[src/rtl/conv_frame_ctrl_pkg.sv]
// Shared definitions for the convolutional-encoder frame sequencer:
// FSM encodings, encoder constraint length and the derived flush length.
package conv_frame_ctrl_pkg;

    localparam int CONV_K        = 3;
    localparam int CONV_TAIL_LEN = CONV_K - 1;

    typedef enum logic [2:0] {
        ST_IDLE  = 3'd0,
        ST_CLEAR = 3'd1,
        ST_DATA  = 3'd2,
        ST_TAIL  = 3'd3,
        ST_GAP   = 3'd4
    } frame_state_e;

    // Terminal count for a phase of 'len' cycles; a zero-length phase is never entered.
    function automatic int last_index(input int len);
        return (len > 0) ? len - 1 : 0;
    endfunction

endpackage

[src/rtl/conv_frame_ctrl_if.sv]
// Handshake and status bundle between the frame sequencer (master) and the
// surrounding source / encoder / modulator logic (slave).
interface conv_frame_ctrl_if #(
    parameter int FCNT_W = 16
);

    logic              start_sig;
    logic              stop_sig;
    logic              src_bit_sig;
    logic              src_ready_sig;
    logic              mod_ready_sig;
    logic              enc_en_sig;
    logic              enc_bit_sig;
    logic              enc_clr_sig;
    logic              sof_sig;
    logic              eof_sig;
    logic              busy_sig;
    logic [FCNT_W-1:0] frame_cnt_sig;

    modport master (
        input  start_sig,
        input  stop_sig,
        input  src_bit_sig,
        input  mod_ready_sig,
        output src_ready_sig,
        output enc_en_sig,
        output enc_bit_sig,
        output enc_clr_sig,
        output sof_sig,
        output eof_sig,
        output busy_sig,
        output frame_cnt_sig
    );

    modport slave (
        output start_sig,
        output stop_sig,
        output src_bit_sig,
        output mod_ready_sig,
        input  src_ready_sig,
        input  enc_en_sig,
        input  enc_bit_sig,
        input  enc_clr_sig,
        input  sof_sig,
        input  eof_sig,
        input  busy_sig,
        input  frame_cnt_sig
    );

endinterface

[src/rtl/conv_frame_ctrl_tc_counter.sv]
// Up-counter with synchronous load-to-zero, count enable and a terminal-count
// flag against a run-time selectable last value.
module tc_counter #(
    parameter int WIDTH = 8
) (
    input  logic             clk_sig,
    input  logic             rst_sig,
    input  logic             clr_sig,
    input  logic             en_sig,
    input  logic [WIDTH-1:0] last_sig,
    output logic             tc_sig,
    output logic             zero_sig
);

    logic [WIDTH-1:0] cnt_q;
    logic [WIDTH-1:0] cnt_d;

    // Clear has priority so a phase change always restarts from zero.
    always_comb begin
        cnt_d = cnt_q;
        if (clr_sig) begin
            cnt_d = '0;
        end else if (en_sig) begin
            cnt_d = cnt_q + WIDTH'(1);
        end
    end

    always_ff @(posedge clk_sig or posedge rst_sig) begin
        if (rst_sig) begin
            cnt_q <= '0;
        end else begin
            cnt_q <= cnt_d;
        end
    end

    assign tc_sig   = (cnt_q == last_sig);
    assign zero_sig = (cnt_q == '0);

endmodule

[src/rtl/conv_frame_ctrl.sv]
// Frame sequencer for the convolutional encoder: clear, payload, zero-tail flush
// and inter-frame gap, with back-pressure, SOF/EOF markers and a frame counter.
module conv_frame_ctrl
    import conv_frame_ctrl_pkg::*;
#(
    parameter int FRAME_LEN = 32,
    parameter int TAIL_LEN  = CONV_TAIL_LEN,
    parameter int GAP_LEN   = 4,
    parameter int CNT_W     = 8,
    parameter int FCNT_W    = 16
) (
    input  logic                    clk_sig,
    input  logic                    rst_sig,
    conv_frame_ctrl_if.master       bus
);

    localparam logic [CNT_W-1:0] DATA_LAST = CNT_W'(last_index(FRAME_LEN));
    localparam logic [CNT_W-1:0] TAIL_LAST = CNT_W'(last_index(TAIL_LEN));
    localparam logic [CNT_W-1:0] GAP_LAST  = CNT_W'(last_index(GAP_LEN));

    frame_state_e      state_q;
    frame_state_e      state_d;
    logic              stop_q;
    logic              stop_d;
    logic [FCNT_W-1:0] frame_cnt_q;
    logic [FCNT_W-1:0] frame_cnt_d;

    logic              cnt_clr;
    logic              cnt_en;
    logic [CNT_W-1:0]  cnt_last;
    logic              cnt_tc;
    logic              cnt_zero;

    logic              stop_seen;
    frame_state_e      gap_exit_state;

    logic              enc_en;
    logic              enc_bit;
    logic              enc_clr;
    logic              src_ready;
    logic              sof;
    logic              eof;

    tc_counter #(
        .WIDTH (CNT_W)
    ) u_cnt (
        .clk_sig  (clk_sig),
        .rst_sig  (rst_sig),
        .clr_sig  (cnt_clr),
        .en_sig   (cnt_en),
        .last_sig (cnt_last),
        .tc_sig   (cnt_tc),
        .zero_sig (cnt_zero)
    );

    // A stop raised in the very cycle of the gap-end decision still counts.
    assign stop_seen      = stop_q | bus.stop_sig;
    assign gap_exit_state = (stop_seen || !bus.start_sig) ? ST_IDLE : ST_CLEAR;

    always_comb begin
        state_d     = state_q;
        frame_cnt_d = frame_cnt_q;
        cnt_clr     = 1'b0;
        cnt_en      = 1'b0;
        cnt_last    = DATA_LAST;
        enc_en      = 1'b0;
        enc_bit     = 1'b0;
        enc_clr     = 1'b0;
        src_ready   = 1'b0;
        sof         = 1'b0;
        eof         = 1'b0;

        case (state_q)
            ST_IDLE: begin
                cnt_clr = 1'b1;
                if (bus.start_sig) begin
                    state_d = ST_CLEAR;
                end
            end

            ST_CLEAR: begin
                enc_clr = 1'b1;
                cnt_clr = 1'b1;
                state_d = ST_DATA;
            end

            ST_DATA: begin
                cnt_last = DATA_LAST;
                if (bus.mod_ready_sig) begin
                    enc_en    = 1'b1;
                    enc_bit   = bus.src_bit_sig;
                    src_ready = 1'b1;
                    sof       = cnt_zero;
                    if (cnt_tc) begin
                        cnt_clr = 1'b1;
                        state_d = ST_TAIL;
                    end else begin
                        cnt_en = 1'b1;
                    end
                end
            end

            ST_TAIL: begin
                cnt_last = TAIL_LAST;
                if (bus.mod_ready_sig) begin
                    enc_en = 1'b1;
                    if (cnt_tc) begin
                        eof         = 1'b1;
                        frame_cnt_d = frame_cnt_q + FCNT_W'(1);
                        cnt_clr     = 1'b1;
                        state_d     = (GAP_LEN == 0) ? gap_exit_state : ST_GAP;
                    end else begin
                        cnt_en = 1'b1;
                    end
                end
            end

            // The gap is a fixed idle time and does not wait on the modulator.
            ST_GAP: begin
                cnt_last = GAP_LAST;
                if (cnt_tc) begin
                    cnt_clr = 1'b1;
                    state_d = gap_exit_state;
                end else begin
                    cnt_en = 1'b1;
                end
            end

            default: begin
                cnt_clr = 1'b1;
                state_d = ST_IDLE;
            end
        endcase

        stop_d = (state_d == ST_IDLE) ? 1'b0 : stop_seen;
    end

    always_ff @(posedge clk_sig or posedge rst_sig) begin
        if (rst_sig) begin
            state_q     <= ST_IDLE;
            stop_q      <= 1'b0;
            frame_cnt_q <= '0;
        end else begin
            state_q     <= state_d;
            stop_q      <= stop_d;
            frame_cnt_q <= frame_cnt_d;
        end
    end

    assign bus.enc_en_sig    = enc_en;
    assign bus.enc_bit_sig   = enc_bit;
    assign bus.enc_clr_sig   = enc_clr;
    assign bus.src_ready_sig = src_ready;
    assign bus.sof_sig       = sof;
    assign bus.eof_sig       = eof;
    assign bus.busy_sig      = (state_q != ST_IDLE);
    assign bus.frame_cnt_sig = frame_cnt_q;

endmodule

[src/flat_wrapper.sv]
// flat-port wrapper written by rule: the top's interface ports become plain ports
module conv_frame_ctrl_flat import conv_frame_ctrl_pkg::*;
#(
    parameter int FRAME_LEN = 32,
    parameter int TAIL_LEN  = CONV_TAIL_LEN,
    parameter int GAP_LEN   = 4,
    parameter int CNT_W     = 8,
    parameter int FCNT_W    = 16
)
  (clk_sig, rst_sig, bus_start_sig, bus_stop_sig, bus_src_bit_sig, bus_mod_ready_sig, bus_src_ready_sig, bus_enc_en_sig, bus_enc_bit_sig, bus_enc_clr_sig, bus_sof_sig, bus_eof_sig, bus_busy_sig, bus_frame_cnt_sig);
  conv_frame_ctrl_if #(.FCNT_W(FCNT_W)) bus_i ();
  input  logic clk_sig;
  input  logic rst_sig;
  input wire logic [$bits(bus_i.start_sig)-1:0] bus_start_sig;
  input wire logic [$bits(bus_i.stop_sig)-1:0] bus_stop_sig;
  input wire logic [$bits(bus_i.src_bit_sig)-1:0] bus_src_bit_sig;
  input wire logic [$bits(bus_i.mod_ready_sig)-1:0] bus_mod_ready_sig;
  output wire logic [$bits(bus_i.src_ready_sig)-1:0] bus_src_ready_sig;
  output wire logic [$bits(bus_i.enc_en_sig)-1:0] bus_enc_en_sig;
  output wire logic [$bits(bus_i.enc_bit_sig)-1:0] bus_enc_bit_sig;
  output wire logic [$bits(bus_i.enc_clr_sig)-1:0] bus_enc_clr_sig;
  output wire logic [$bits(bus_i.sof_sig)-1:0] bus_sof_sig;
  output wire logic [$bits(bus_i.eof_sig)-1:0] bus_eof_sig;
  output wire logic [$bits(bus_i.busy_sig)-1:0] bus_busy_sig;
  output wire logic [$bits(bus_i.frame_cnt_sig)-1:0] bus_frame_cnt_sig;
  assign bus_i.start_sig = bus_start_sig;
  assign bus_i.stop_sig = bus_stop_sig;
  assign bus_i.src_bit_sig = bus_src_bit_sig;
  assign bus_i.mod_ready_sig = bus_mod_ready_sig;
  assign bus_src_ready_sig = bus_i.src_ready_sig;
  assign bus_enc_en_sig = bus_i.enc_en_sig;
  assign bus_enc_bit_sig = bus_i.enc_bit_sig;
  assign bus_enc_clr_sig = bus_i.enc_clr_sig;
  assign bus_sof_sig = bus_i.sof_sig;
  assign bus_eof_sig = bus_i.eof_sig;
  assign bus_busy_sig = bus_i.busy_sig;
  assign bus_frame_cnt_sig = bus_i.frame_cnt_sig;
  conv_frame_ctrl #(.FRAME_LEN(FRAME_LEN), .TAIL_LEN(TAIL_LEN), .GAP_LEN(GAP_LEN), .CNT_W(CNT_W), .FCNT_W(FCNT_W)) u_core (.clk_sig(clk_sig), .rst_sig(rst_sig), .bus(bus_i));
endmodule
[config.mk]
export PLATFORM = sky130hd
export DESIGN_NAME = conv_frame_ctrl_flat
export DESIGN_NICKNAME = d
export VERILOG_FILES = /design/src/rtl/conv_frame_ctrl_pkg.sv /design/src/rtl/conv_frame_ctrl_if.sv /design/src/rtl/conv_frame_ctrl_tc_counter.sv /design/src/rtl/conv_frame_ctrl.sv /design/src/flat_wrapper.sv
export SDC_FILE = /design/constraint.sdc
export NUM_CORES = 1
export LEC_CHECK = 0
export ABC_AREA = 0
export ABC_CLOCK_PERIOD_IN_PS = 3400
export CORE_ASPECT_RATIO = 0.8
export CORE_MARGIN = 10
export CORE_UTILIZATION = 51
export DETAILED_ROUTE_END_ITERATION = 16
export PLACE_DENSITY = 0.78
export RECOVER_POWER = 50
export SKIP_LAST_GASP = 1
export SLEW_MARGIN = 20
export SYNTH_ARGS = -nofsm -noshare
export SYNTH_HDL_FRONTEND = slang
export SYNTH_HIERARCHICAL = 1
export SYNTH_SLANG_ARGS = --single-unit
[constraint.sdc]
create_clock -name clk_sig -period 3.4 [get_ports clk_sig]
set_input_delay 0.68 -clock clk_sig [delete_from_list [all_inputs] [get_ports clk_sig]]
set_output_delay 0.68 -clock clk_sig [all_outputs]
set_load 0.02 [all_outputs]
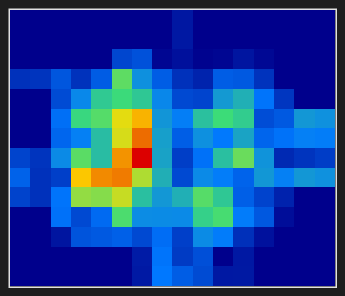
(wiring heat map)
(4 px per um) The die is cut into 16 by 14 equal tiles; dark blue is low, red is high, scaled to the fullest tile. Values are wire area over tile area, all layers added.
densest ninth of the die	centre
fullest tile	0.56
nearly empty tiles	38%
emptiest ninth of the die	upper right

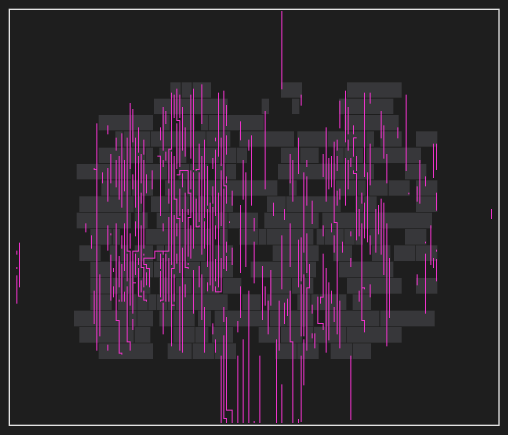
(M2 wires)
(6 px per um) Cells faint in the background.
wire length on this layer	1730 um
share of all routed wire	49%
nets with wire on the layer	175
longest straight run	37.7 um
met2 usage: 0.2063
wirelength, routed: 3.512 mm
vias post-DR: 1230

==> flow_summary_export.csv <==
group,metric,value,unit
critical_path,critical_path.top_delay_family,"simple AND/OR/NAND/NOR gates",
synthesis,synth.top_cell.area_share,0.4560,
final_layout,synthToLayoutAreaGrowth,27.52,%
critical_path,cp-start-kind,"flop",
clock_tree,post_cts_buffers,0,
floorplanning,row_count,17,
run_status,status,"complete, no violations",
sta,fin_crit_sh,0.9510,
final_layout,diodes,0,
job,maxCapViolations,0,
final_layout,regArea,700.7,sq um
power,p_total,1008,uW
floorplanning,die_y,69.10,um
critical_path,crit_path_max_fanout,7,
power,p_sw,338.7,uW
critical_path,slowest_stage,"dfrtp_1",
placement,place_inst,223,
drt,vias_per_cell,5.419,
job,warnings,27,
clock_tree,cts_buffers,3,
synthesis,ys_area,1536,sq um
critical_path,critical_path_arrival,2550,ps
synthesis,ys_seq_share,0.4560,
min_path,hold_path.class,"reg -> reg",
final_layout,logic_area,797.0,sq um
final_layout,n_fill_cell,214,
sta,finClkSkew,3.515,ps
clock_tree,max-clock-path-buffers,2,
floorplanning,core-area,2829,sq um
power,p_comb_frac,0.281,
critical_path,crit_chain,"nor2_1 > nand2_1 > and2_1 > xnor2_1 > nand4_1 > nor2_4 > nand2_4 > nor2_2 > dlygate4sd2_1",
[final cells by class]
class,instances,area share
sequential,28,0.3576
timing repair buffer,33,0.1616
multi-input combinational,117,0.4068
inverter,7,0.01341
tap,38,0.02427
clock inverter,1,0.01533
clock buffer,3,0.02107
[flip-flops by register name, indices dropped and copies added (netlist names)]
name and count:
u_core/state_q 3, u_core/bus.frame_cnt_sig 16, u_core/u_cnt/cnt_q 8, u_core/stop_q 1
[Yosys cell counts]
cell type  count
nor4_4         2
nand3b_1       1
or3_1          4
conb_1         2
nand2b_1       2
nor3_1         5
ha_1           3
nand2_4        1
nor2_1        14
mux2i_1        1
o22ai_1        1
o21ai_0        4
and2_1         3
xor2_1         5
nand3_1        8
buf_1          1
buf_2          4
or4b_1         1
nor4_1         1
nor2_2         1
mux2_2         1
clkbuf_1       1
dfrtp_1       28
inv_1          7
nand2_1       12
a31oi_1        1
nor2b_1        1
a21oi_1        6
xnor2_1       22
nand4_1       10
nand4b_4       1
o22a_1         1
nand4_2        1
[cell families after synthesis]
| kind of cell | Yosys count | synth area share |
|---|---|---|
| buffers and inverters | 13 | 0.03502 |
| other | 2 | 0.004888 |
| adder cells (fa/ha/maj) | 3 | 0.02443 |
| AND-OR/OR-AND | 13 | 0.04642 |
| AND/OR/NAND/NOR | 68 | 0.2655 |
| flip-flops | 28 | 0.4560 |
| multiplexers | 2 | 0.01384 |
| XOR/XNOR | 27 | 0.1539 |
[per-stage QoR]
step                setup slack, ps  instance area [sq um]
floorplan                     629.7                   1544
global placement              363.8                   1882
detailed placement            159.2                   1882
CTS                           205.1                   1959
global route                  19.33                   1959
finish                        166.6                   1959
[path summary, 6_finish.rpt]
kind,start,endpoint,cells past startpoint
setup / recovery,u_core/state_q[0]$_DFF_PP0_,bus_eof_sig,9
hold / removal,u_core/bus.frame_cnt_sig[15]$_DFFE_PP0P_,u_core/bus.frame_cnt_sig[15]$_DFFE_PP0P_,1
setup reg to reg,u_core/state_q[0]$_DFF_PP0_,u_core/u_cnt/cnt_q[0]$_DFFE_PP0P_,10
hold reg to reg,u_core/bus.frame_cnt_sig[15]$_DFFE_PP0P_,u_core/bus.frame_cnt_sig[15]$_DFFE_PP0P_,1
max in group asynchronous,rst_sig,u_core/stop_q$_DFF_PP0_,2
min in group asynchronous,rst_sig,u_core/u_cnt/cnt_q[6]$_DFFE_PP0P_,2
[layer usage]
metal | up-vias | part of all wire
met3 | 10 | 0.061
met4 | 0 | 0.022
met1 | 588 | 0.42
met2 | 38 | 0.49
li1 | 594 | -
met5 | - | 0
[power groups by stage]
stage          clock (uW)  sequential [uW]  combinational, uW
2_1_floorplan           0              426                226
3_3_place_gp            0              461                258
3_5_place_dp            0              463                272
4_1_cts               269              458                284
5_1_grt               289              471                317
6_report              265              460                284
[worst reg2reg max path: cells and delay by family, from the launching register on]
| family | cells | cell delay [ps] |
|---|---|---|
| compound gates | 1 | 540 |
| xor+xnor | 1 | 200 |
| buf+inv | 1 | 180 |
| flops | 1 | 380 |
| simple gates | 7 | 1360 |
[repair_timing]
| item | in CTS | in global routing |
|---|---|---|
| endpoints found under the setup margin | 1 | 0 |
| endpoints found under the hold margin | 0 | 0 |
| resized | 3 | 0 |
Power figures rest on the tool's default switching activity, not on a simulated workload.
